`config.mk`:
```
export PLATFORM = sky130hd
export DESIGN_NAME = addr_pipe_u
export DESIGN_NICKNAME = d
export VERILOG_FILES = /design/src/rtl/addr_pipe_pkg.sv /design/src/rtl/addr_pipe_stage.sv /design/src/rtl/addr_pipe_u.sv
export SDC_FILE = /design/constraint.sdc
export NUM_CORES = 1
export LEC_CHECK = 0
export CORE_ASPECT_RATIO = 1.2
export CORE_MARGIN = 2
export CORE_UTILIZATION = 63
export DETAILED_ROUTE_END_ITERATION = 8
export GPL_TIMING_DRIVEN = 0
export MAX_ROUTING_LAYER = met4
export PLACE_DENSITY = 0.86
export SKIP_LAST_GASP = 1
export SLEW_MARGIN = 20
export SYNTH_ARGS = -nofsm -noshare
export SYNTH_HDL_FRONTEND = slang
export SYNTH_HIERARCHICAL = 1
export SYNTH_SLANG_ARGS = --single-unit
```
`constraint.sdc`:
```
create_clock -name clk -period 1.66 [get_ports clk]
set_input_delay 0.415 -clock clk [delete_from_list [all_inputs] [get_ports clk]]
set_output_delay 0.415 -clock clk [all_outputs]
set_load 0.02 [all_outputs]
```
`src/rtl/addr_pipe_pkg.sv`:
```
// Shared constants and the per-stage payload carried down the carry-pipelined adder.
// Payload fields are sized for the widest legal operand (32 bits); narrower builds leave the top bits zero.
package addr_pipe_pkg;

  localparam int CNT_W = 16;
  localparam logic [CNT_W-1:0] CNT_SAT = 16'hFFFF;
  localparam int MAX_W = 32;

  typedef struct packed {
    logic             valid;
    logic             carry;
    logic [MAX_W:0]   psum;
    logic [MAX_W-1:0] rem_a;
    logic [MAX_W-1:0] rem_b;
  } stage_t;

endpackage

```
`src/rtl/addr_pipe_stage.sv`:
```
// One slice-add-and-register stage: adds the lowest remaining operand slice plus the incoming
// carry, deposits the slice result at its final bit position and shifts the leftover slices down.
module addr_pipe_stage
  import addr_pipe_pkg::*;
#(
  parameter int WIDTH  = 8,
  parameter int STAGES = 2,
  parameter int IDX    = 0
) (
  input  logic   clk,
  input  logic   rst_n,
  input  logic   i_adv,
  input  stage_t i_d,
  output stage_t o_q
);

  localparam int SW = WIDTH / STAGES;

  logic [SW:0] w_slice;
  stage_t      w_next;
  stage_t      r_q;

  always_comb begin
    w_slice = {1'b0, i_d.rem_a[SW-1:0]} + {1'b0, i_d.rem_b[SW-1:0]} + {{SW{1'b0}}, i_d.carry};
    w_next       = i_d;
    w_next.carry = w_slice[SW];
    w_next.psum  = i_d.psum | ({{(MAX_W+1-SW){1'b0}}, w_slice[SW-1:0]} << (IDX * SW));
    w_next.rem_a = i_d.rem_a >> SW;
    w_next.rem_b = i_d.rem_b >> SW;
  end

  always_ff @(posedge clk or negedge rst_n) begin
    if (!rst_n) begin
      r_q <= '0;
    end else if (i_adv) begin
      r_q <= w_next;
    end
  end

  assign o_q = r_q;

endmodule

```
`src/rtl/addr_pipe_u.sv`:
```
// Valid/ready carry-pipelined unsigned adder with saturating transfer counter.
// Define ADDR_PIPE_DMR_EN to add a lockstep shadow datapath that raises sticky fault_err on mismatch.
module addr_pipe_u
  import addr_pipe_pkg::*;
#(
  parameter int WIDTH  = 8,
  parameter int STAGES = 2
) (
  input  logic             clk,
  input  logic             rst_n,
  input  logic             in_valid,
  output logic             in_ready,
  input  logic [WIDTH-1:0] a,
  input  logic [WIDTH-1:0] b,
  output logic             out_valid,
  input  logic             out_ready,
  output logic [WIDTH:0]   sum,
  output logic [CNT_W-1:0] op_count,
  output logic             fault_err
);

  stage_t             w_in;
  stage_t             w_pri [0:STAGES];
  logic [STAGES-1:0]  w_adv;
  logic               w_out_xfer;
  logic               w_unused;
  logic               r_run;
  logic [CNT_W-1:0]   r_cnt;

  // Bubble-collapsing advance: a stage moves when empty or when its successor moves.
  always_comb begin
    w_adv = '0;
    w_adv[STAGES-1] = !w_pri[STAGES].valid || out_ready;
    for (int k = STAGES - 2; k >= 0; k--) begin
      w_adv[k] = !w_pri[k+1].valid || w_adv[k+1];
    end
  end

  assign in_ready = r_run & w_adv[0];

  always_comb begin
    w_in       = '0;
    w_in.valid = in_valid & in_ready;
    w_in.rem_a = MAX_W'(a);
    w_in.rem_b = MAX_W'(b);
  end

  assign w_pri[0] = w_in;

  genvar gi;
  generate
    for (gi = 0; gi < STAGES; gi++) begin : g_pri
      addr_pipe_stage #(.WIDTH(WIDTH), .STAGES(STAGES), .IDX(gi)) u_stg (
        .clk   (clk),
        .rst_n (rst_n),
        .i_adv (w_adv[gi]),
        .i_d   (w_pri[gi]),
        .o_q   (w_pri[gi+1])
      );
    end
  endgenerate

  assign out_valid  = w_pri[STAGES].valid;
  assign sum        = {w_pri[STAGES].carry, w_pri[STAGES].psum[WIDTH-1:0]};
  assign w_out_xfer = out_valid & out_ready;
  assign w_unused   = ^{w_pri[STAGES].rem_a, w_pri[STAGES].rem_b, w_pri[STAGES].psum[MAX_W:WIDTH]};

  // r_run keeps in_ready low until the first edge after reset release.
  always_ff @(posedge clk or negedge rst_n) begin
    if (!rst_n) begin
      r_run <= 1'b0;
      r_cnt <= '0;
    end else begin
      r_run <= 1'b1;
      if (w_out_xfer && (r_cnt != CNT_SAT)) begin
        r_cnt <= r_cnt + 1'b1;
      end
    end
  end

  assign op_count = r_cnt;

`ifdef ADDR_PIPE_DMR_EN
  stage_t         w_shd_in;
  stage_t         w_shd [0:STAGES];
  logic           w_shd_cin;
  logic [WIDTH:0] w_shd_sum;
  logic           w_shd_unused;
  logic           r_fault;

  assign w_shd_cin = 1'b0;

  always_comb begin
    w_shd_in       = w_in;
    w_shd_in.carry = w_shd_cin;
  end

  assign w_shd[0] = w_shd_in;

  generate
    for (gi = 0; gi < STAGES; gi++) begin : g_shd
      addr_pipe_stage #(.WIDTH(WIDTH), .STAGES(STAGES), .IDX(gi)) u_stg (
        .clk   (clk),
        .rst_n (rst_n),
        .i_adv (w_adv[gi]),
        .i_d   (w_shd[gi]),
        .o_q   (w_shd[gi+1])
      );
    end
  endgenerate

  assign w_shd_sum    = {w_shd[STAGES].carry, w_shd[STAGES].psum[WIDTH-1:0]};
  assign w_shd_unused = ^{w_shd[STAGES].valid, w_shd[STAGES].rem_a, w_shd[STAGES].rem_b,
                          w_shd[STAGES].psum[MAX_W:WIDTH]};

  always_ff @(posedge clk or negedge rst_n) begin
    if (!rst_n) begin
      r_fault <= 1'b0;
    end else if (w_out_xfer && (w_shd_sum != sum)) begin
      r_fault <= 1'b1;
    end
  end

  assign fault_err = r_fault;
`else
  assign fault_err = 1'b0;
`endif

endmodule
```
### Wires at chosen ports, followed through buffers, run 1

Bar = 20 um.
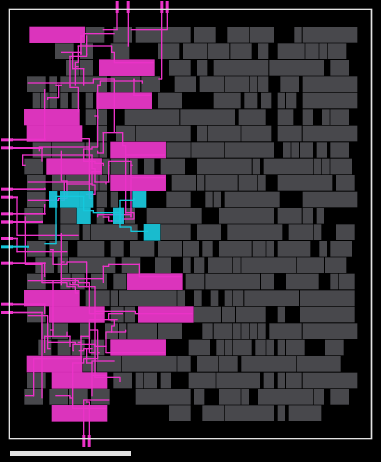
Key: magenta = `op_count` [bits 16, direction output, end cells 16, buffers 16, wire 683 um]; cyan = `out_ready` [bits 1, direction input, end cells 7, buffers 1, wire 38.0 um]

### Cells colored by class, run 1

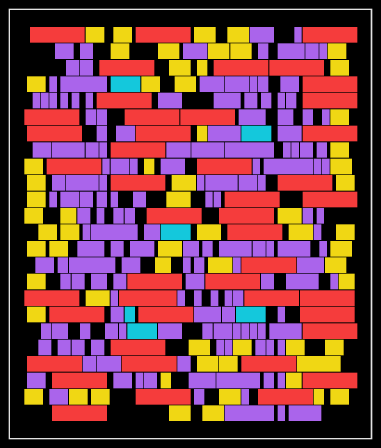
Key: purple = all other logic [cells 159, share of their area 40%]; red = flip-flops [cells 45, share of their area 38%]; yellow = other buffers and delay cells [cells 62, share of their area 19%]; cyan = clock drivers and dummy loads [cells 6, share of their area 2.5%]

### Local utilization, run 1

Bar = 20 um. The die is cut into 6 by 7 equal tiles; black is low, pale yellow is high, 0 to 100% covered.
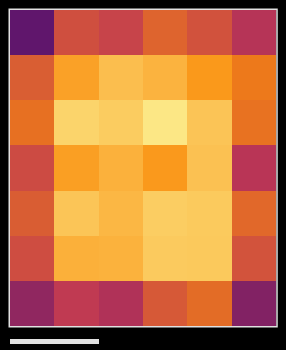
The fullest tile reaches 95%. The densest ninth of the die: center. The mean over all tiles is 70%. 48% of the tiles are over 75% full.

-- run 1: through the flow --
stage / hold WS, ps / instance area [um2] / power [W] / setup TNS (ps)
6_report: -0.390 / 2980 / 0.00262 / 0
5_1_grt: 5.55 / 2980 / 0.00277 / -27.9
4_1_cts: 0.888 / 2950 / 0.00264 / -168
3_5_place_dp: 320 / 2900 / 0.00209 / -10440
3_3_place_gp: 492 / 2890 / 0.00206 / -52990
2_1_floorplan: 119 / 2380 / 0.00175 / 0
-- run 1: state kept, by name, indices dropped and copies added (netlist names) --
register and flops:
op_count 16, g_pri.u_stg/o_q 28, r_run 1
-- run 1: worst min-delay path by stage --
stage / start / endpoint / slack (ps)
global placement: g_pri[0].u_stg/o_q[65] / g_pri[1].u_stg/o_q[65] / 490
detailed placement: rst_n / g_pri[1].u_stg/o_q[64] / 320
global route: rst_n / g_pri[1].u_stg/o_q[64] / 6
finish: rst_n / g_pri[1].u_stg/o_q[64] / -0.4
CTS: rst_n / g_pri[1].u_stg/o_q[64] / 0.9
floorplan: rst_n / g_pri[0].u_stg/o_q[0] / 120
-- run 1: worst max-delay path: stages --
cell           delay (ps)
dlygate4sd2_1         290
nand3b_1              210
and2_1                170
clkbuf_2              150
-- run 1: layer usage --
| layer | GRT usage | wire, um | vias up |
|---|---|---|---|
| met5 | - | 0 | - |
| met3 | 0.0622 | 182 | 9 |
| li1 | - | - | 831 |
| met4 | 0.119 | 99 | 0 |
| met1 | 0.263 | 1810 | 861 |
| met2 | 0.421 | 2510 | 44 |
-- run 1: power by group --
| part | internal, W | switching, W | leakage [nW] |
|---|---|---|---|
| Combinational | 0.000317 | 0.000331 | 0.850 |
| Sequential | 0.00122 | 0.000137 | 0.538 |
| Clock | 0.000277 | 0.000333 | 0.0399 |
==> reports/qor.rpt, run 1 <==
=====================================================================================
Result of the run                                                        finished with violations
Violations in the final reports                                          negative hold slack
Height of the chip                                                            70.7 um
Count of hold-fix buffers inserted at cts                                           0
Worst supply voltage drop on vdd                                             0.594 mV
DPL Wire Length                                                               3.46 mm
Power density over cell area                                               878 nW/um2
Max-cap violations                                                                  0
Worst Setup Path Type                                                          in2out
Syn_area_per_cell                                                            11.4 um2
Pre-Place Util                                                                  0.649
Die X                                                                         59.6 um
Required time at the worst-slack endpoint                                     1240 ps
Core region area                                                             3600 um2
Number of nets in the layout                                                      304
Kind of launch point of the worst setup path                             primary input
Highest attainable clock frequency                                            607 MHz
Post-cts gate resize count                                                         32
Critical Path Sink Type                                                    output pin
Worst Hold Class                                                             in2async
Initial DRT Pass Iterations                                                         4
Final number of max-transition violations                                           0
Largest net degree at the start of global routing                                  34
Min Hold Slack                                                              -0.390 ps
Number of primary I/O pins                                                         48
Clock-cell share of area                                                       0.0248
Warnings, synthesis                                                                 6
Growth of design area from synthesis to finish                                  27.5%
Count of routing violations after the opening detailed-route iteration            102
Clock-pin transition on the worst setup and hold timing paths                   80 ps
Tally of clock buffers in the finished layout                                       5
N_diodes                                                                            0
Total count of hold-check failures in the final report                              1
=====================================================================================
==> inputs of run 2 (changes only) <==
--- a/config.mk
+++ b/config.mk
@@ -7,11 +7,11 @@
 export LEC_CHECK = 0
 export CORE_ASPECT_RATIO = 1.2
 export CORE_MARGIN = 2
-export CORE_UTILIZATION = 63
+export CORE_UTILIZATION = 57
 export DETAILED_ROUTE_END_ITERATION = 8
 export GPL_TIMING_DRIVEN = 0
 export MAX_ROUTING_LAYER = met4
-export PLACE_DENSITY = 0.86
+export PLACE_DENSITY = 0.82
 export SKIP_LAST_GASP = 1
 export SLEW_MARGIN = 20
 export SYNTH_ARGS = -nofsm -noshare
==> constraint.sdc (replaced) <==
create_clock -name clk -period 1.33 [get_ports clk]
set_input_delay 0.3325 -clock clk [delete_from_list [all_inputs] [get_ports clk]]
set_output_delay 0.3325 -clock clk [all_outputs]
set_load 0.02 [all_outputs]
==> reports/qor.rpt, run 2 <==
=====================================================================================
Count of hold-fix buffers inserted at cts                                           1
Most Used Layer, Global Route                                                    met2
Clock-pin transition on the worst setup and hold timing paths                  100 ps
Critical Path Sink Type                                                      register
Violations in the final reports                                          negative setup slack
Final number of max-transition violations                                           0
Switching power as a share of total power                                       0.352
Die X                                                                         62.5 um
Height of the chip                                                            74.2 um
Core region area                                                             3940 um2
N_diodes                                                                            0
Number of flip-flops in the largest register                                       28
Result of the run                                                        finished with violations
Worst Setup Path Type                                                         reg2reg
Tot Pwr                                                                     0.00405 W
Growth of design area from synthesis to finish                                  62.1%
Syn_area_per_cell                                                            11.4 um2
Min Hold Slack                                                                 481 ps
Clock network power share                                                       0.222
Internal portion of total power                                             0.00262 W
Max-cap violations                                                                  0
Count of routing violations after the opening detailed-route iteration            291
Worst setup slack after layout                                                -379 ps
Count of final setup violators                                                     49
Initial DRT Pass Iterations                                                         4
Post-route standard cell area excluding fillers                              3790 um2
=====================================================================================
[run 2: area by class of cell]
| class | instances | area [um2] | area share |
|---|---|---|---|
| multi-input cells | 148 | 1400 | 0.370 |
| flip-flops and latches | 45 | 1150 | 0.303 |
| repair buffers | 107 | 925 | 0.244 |
| plain buffers | 10 | 116 | 0.0307 |
| clock buffers | 5 | 68.8 | 0.0182 |
| well taps | 54 | 67.6 | 0.0178 |
| inverters | 11 | 41.3 | 0.0109 |
| clock inverters | 3 | 22.5 | 0.00594 |
[run 2: layer usage]
metal,wire length (um),part of all wire,vias to the layer above
li1,-,-,948
met4,481,0.050,0
met1,3330,0.34,1206
met2,5130,0.53,182
met3,750,0.077,54
met5,0,0,-
[run 2: path summary, 6_finish.rpt]
| path | to | slack (ps) | depth (start not counted) |
|---|---|---|---|
| worst max-delay path | g_pri[1].u_stg/o_q[70] | -380 | 6 |
| worst min-delay path | g_pri[0].u_stg/o_q[0] | 480 | 2 |
| worst max register to register | g_pri[1].u_stg/o_q[70] | -380 | 6 |
| worst min register to register | op_count[13] | 520 | 1 |
| max in group asynchronous | op_count[2] | 320 | 3 |
| min in group clk | op_count[13] | 520 | 1 |
[run 2: power by group through the flow]
stage	Combinational (W)	Sequential, W	Clock, W
6_report	0.00142	0.00173	0.000897
5_1_grt	0.00148	0.00173	0.000951
4_1_cts	0.00110	0.00170	0.000876
3_5_place_dp	0.000920	0.00176	0
3_3_place_gp	0.000895	0.00175	0
2_1_floorplan	0.000377	0.00187	0
[run 2: worst register-to-register path, stage by stage, from the launching register on]
cell     delay (ps)
dfrtp_1         430
fa_2            430
inv_2            90
fa_2            240
xnor2_1         100
nor2_1          210
a21oi_1         100
### Power grid, run 2

Bar = 20 um. Pins as bars on the die edge.
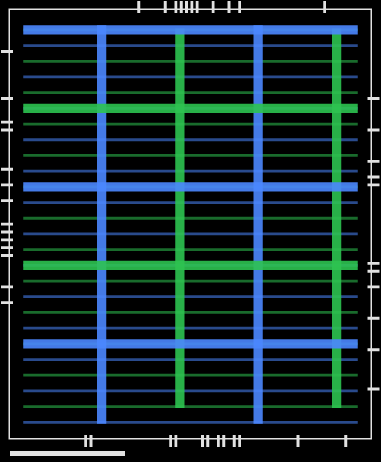
Key: blue = VSS; green = VDD
26 met1 rails follow the rows. 48 signal pins sit on the boundary. 5 straps on met5. 4 straps on met4.

### Congestion heat map, run 2

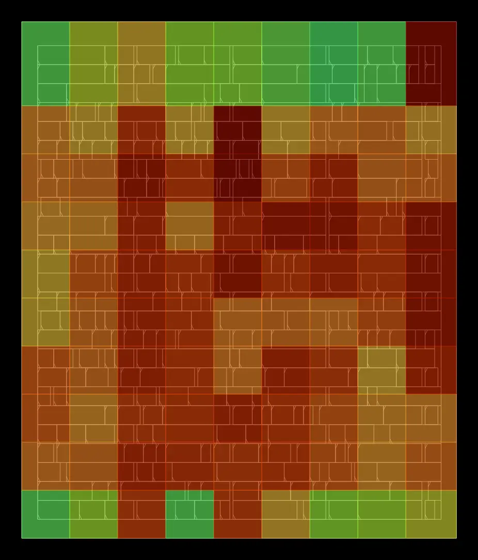
Final Util: 0.962
met1 Resource Use GR: 0.298

==> inputs of run 3 (changes only) <==
--- a/config.mk
+++ b/config.mk
@@ -5,6 +5,7 @@
 export SDC_FILE = /design/constraint.sdc
 export NUM_CORES = 1
 export LEC_CHECK = 0
+export CAP_MARGIN = 20
 export CORE_ASPECT_RATIO = 1.2
 export CORE_MARGIN = 2
 export CORE_UTILIZATION = 57
==> reports/qor.rpt, run 3 <==
=====================================================================================
Result of the run                                                        finished with violations
Violations in the final reports                                          negative setup slack
Critical Path Sink Type                                                      register
Cell with the largest stage delay on the worst path                           dfrtp_1
Count of final setup violators                                                     49
Total count of hold-check failures in the final report                              0
Number of primary I/O pins                                                         48
Combinational gate area                                                      1400 um2
Crit path largest cell delay                                                   430 ps
DPL Wire Length                                                               3.45 mm
Initial DRT Pass Iterations                                                         4
Required time at the worst-slack endpoint                                     1530 ps
Worst Hold Class                                                             in2async
Register cell area after layout                                              1150 um2
Max-cap violations                                                                  0
Power density over cell area                                              1070 nW/um2
Worst Setup Path Type                                                         reg2reg
Critical path buffers and inverters                                                 1
Final number of max-transition violations                                           0
Number of nets in the layout                                                      359
Tot Pwr                                                                     0.00405 W
Largest net degree at the start of global routing                                  32
Clock-pin transition on the worst setup and hold timing paths                  100 ps
Placed inst area                                                             2990 um2
Worst setup slack after layout                                                -379 ps
Syn_area_per_cell                                                            11.4 um2
Count of routing violations after the opening detailed-route iteration            291
Die X                                                                         62.5 um
=====================================================================================
-- run 3: repair_timing --
action                     4_1_cts  5_1_grt
setup endpoints to repair       71       57
pin swaps                       24       28
setup buffers                   35       23
gates resized                  119       72
hold endpoints to repair        14        0
gates cloned                     0        1
hold buffers                     1        0
-- run 3: worst paths after layout --
kind / from / to / slack, ps / cells past startpoint
max: g_pri[0].u_stg/o_q[0] / g_pri[1].u_stg/o_q[70] / -380 / 6
min: rst_n / g_pri[0].u_stg/o_q[0] / 480 / 2
max reg2reg: g_pri[0].u_stg/o_q[0] / g_pri[1].u_stg/o_q[70] / -380 / 6
min reg2reg: op_count[13] / op_count[13] / 520 / 1
max in group asynchronous: rst_n / op_count[2] / 320 / 3
min in group clk: op_count[13] / op_count[13] / 520 / 1
-- run 3: final cells by class --
cell class                 instances  share of cell area
multi-input combinational        148               0.370
sequential                        45               0.303
timing repair buffer             107               0.244
buffer                            10              0.0307
clock buffer                       5              0.0182
tap                               54              0.0178
inverter                          11              0.0109
clock inverter                     3             0.00594
-- run 3: stage by stage --
| step | hold WS, ps | utilization |
|---|---|---|
| 6_report | 481 | 0.962 |
| 5_1_grt | 501 | 0.962 |
| 4_1_cts | 460 | 0.849 |
| 3_5_place_dp | 259 | 0.758 |
| 3_3_place_gp | 490 | 0.754 |
| 2_1_floorplan | 36.9 | - |
-- run 3: metal layers --
layer / wire, um / track usage
met5: 0 / -
met4: 481 / 0.123
met3: 750 / 0.0424
met2: 5130 / 0.533
met1: 3330 / 0.298
-- run 3: where the power goes --
part / total (W) / internal (W) / switching [W]
sequential: 0.00173 / 0.00154 / 0.000187
clock: 0.000897 / 0.000369 / 0.000527
combinational: 0.00142 / 0.000709 / 0.000711
### Local utilization, run 3

Bar = 20 um. The die is cut into 6 by 7 equal tiles; black is low, pale yellow is high, 0 to 100% covered.
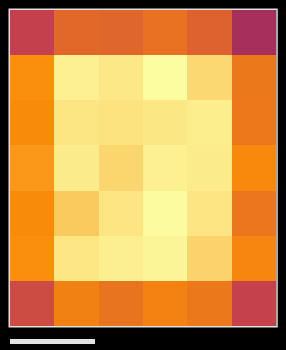
The densest ninth of the die: center. 55% of the tiles are over 75% full. The fullest tile reaches 99%. The mean over all tiles is 80%.

### Wires at chosen ports, followed through buffers, run 3

Bar = 20 um.
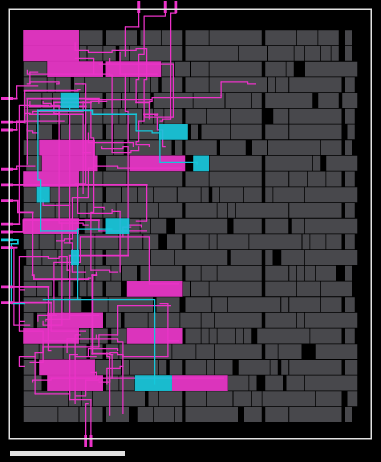
Key: cyan = `out_ready` [bits 1, direction input, end cells 7, buffers 1, wire 134 um]; magenta = `op_count` [bits 16, direction output, end cells 16, buffers 22, wire 1130 um]

Power and IR drop assume default switching activity.
